route_heat.png
The bar under the picture is 50 um long. 37 x 37 tiles, from dark blue (low) to red (high), scaled to the fullest tile. Values are wire area over tile area, all layers added.
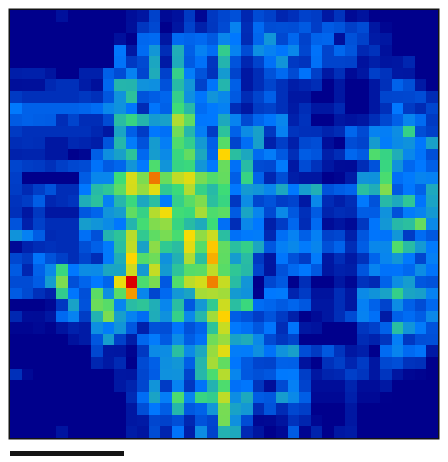
congestion_map.png
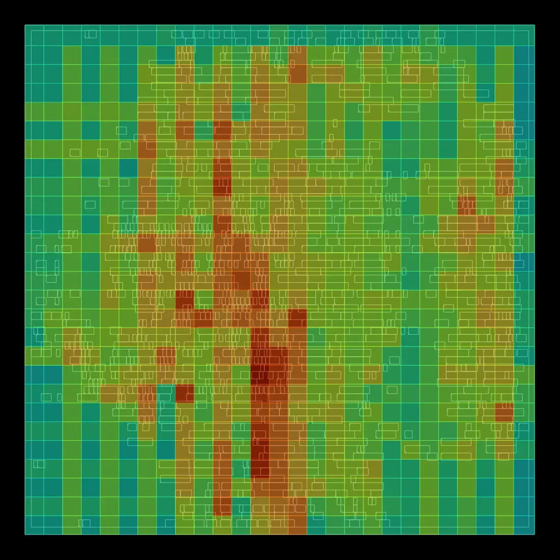
ff_map.png
The bar under the picture is 50 um long. Other sequential cells in the stronger grey, the rest of the logic in the fainter grey.
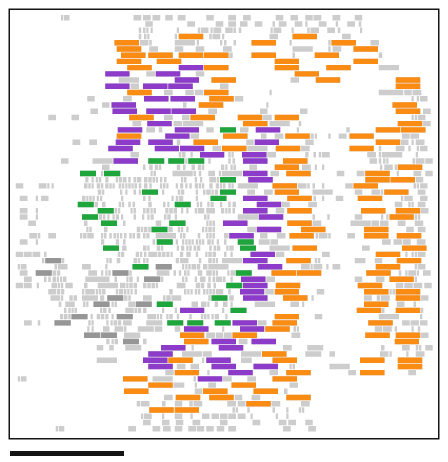
==> config.mk <==
export PLATFORM = sky130hd
export DESIGN_NAME = fetch_unit_flat
export DESIGN_NICKNAME = d
export VERILOG_FILES = /design/src/rtl/fetch_pkg.sv /design/src/rtl/fetch_unit_if.sv /design/src/rtl/fetch_fifo.sv /design/src/rtl/fetch_unit.sv /design/src/flat_wrapper.sv
export SDC_FILE = /design/constraint.sdc
export NUM_CORES = 1
export LEC_CHECK = 0
export ABC_AREA = 1
export CAP_MARGIN = 20
export CORE_MARGIN = 2
export CORE_UTILIZATION = 30
export CTS_CLUSTER_DIAMETER = 150
export DETAILED_ROUTE_END_ITERATION = 7
export GPL_TIMING_DRIVEN = 0
export SYNTH_ARGS = -nofsm -noshare
export SYNTH_HDL_FRONTEND = slang
export SYNTH_SLANG_ARGS = --single-unit
==> constraint.sdc <==
create_clock -name clk -period 9.3 [get_ports clk]
set_clock_uncertainty 0.15 [all_clocks]
set_input_delay 1.86 -clock clk [delete_from_list [all_inputs] [get_ports clk]]
set_output_delay 1.86 -clock clk [all_outputs]
set_load 0.01 [all_outputs]
==> changes_impl.md <==
### Implementation results

- Largest stage delay, worst path: 0.86 ns
- Yosys Instances: 908
- Ys Warns: 0
- Critical Path Sink Type: primary output
- Num sequential: 228
- Share of post-route cells with drive strength above 1: 15.73%
- Chip area in the Yosys report: 0.01005 mm^2
- Initial DRC count: 412
- CP Cell Sequence: clkdlybuf4s50_1 > clkbuf_1 > nor2_1 > clkbuf_1 > nand2_1 > inv_1 > clkdlybuf4s50_1
- Synthesis-to-finish area growth: 31.84%
- Worst slew margin: 31.85%
- Initial antenna violation count: 0
- GPL Wtd Cong: 0.8781
- Clk buf depth: 3
- Status: completed
- Async set-or-reset flop fraction in the synthesized netlist: 0%
- Io pins: 168
- Die height: 187.0 um
- VDD IR max: 0.0001538 V
- P_leak: 4.994 nW
- Setup crit start kind: input pin
- Met3 usage: 3.021%
- RSZ-0062 raised after global routing: false
- Tot Pwr: 2.348 mW
- Placed Cells: 1526
- Clock transition at path regs: 0.06 ns
- Pre-Place Util: 30.19%
- Num CTS Buffers: 26
- TritonCTS clock tree: built
- CP Class: in2out
- Sequential share of the synthesized area: 63.75%
- FF+latch area: 0.006406 mm^2
- Minimum clock period: 6.642 ns
- Largest net degree at the start of global routing: 27
- Cell area after synthesis: 0.01005 mm^2
- Combinational share of cell area: 22.63%
- # setup viols final: 0
- Max cap viols: 0
About route_heat.png:
mean over tiles: 0.12
nearly empty tiles: 18%
densest ninth of the die: centre
fullest tile: 0.59
Routed wire per std cell: 16.00 um
Tot GR Track Use: 14.21%
DR vias: 6915

About congestion_map.png:
grt met2 use: 24.46%
GRT busiest layer: met2

About ff_map.png:
[u_core.pc] green | sequential cells: 30
[u_core.u_tag_fifo.mem] purple | sequential cells: 60
[u_core.u_rsp_queue.mem] orange | sequential cells: 124
not coloured: 14
Seq. pwr: 1.16 mW
fin util: 39.81%

==> power by group <==
group	internal (mW)	leakage (nW)	switching [mW]	total, mW
logic	0.0842	2.52	0.0873	0.171
registers	1.14	2.06	0.0241	1.16
clock network	0.615	0.413	0.401	1.02
==> logic make-up after synthesis <==
logic type	share of synthesized area [%]
XOR/XNOR	0.6101
multiplexers	10.31
buffers and inverters	6.823
other	0.03732
AND-OR/OR-AND	4.545
flip-flops	63.75
AND/OR/NAND/NOR	13.22
adder cells (fa/ha/maj)	0.6973
==> worst max-delay path: cells and delay by family <==
kind,cells,cell delay (ns)
buffers and inverters,5,1.78
AND/OR/NAND/NOR,2,0.98
No activity file was given, so power comes from the tool's default toggle rates.
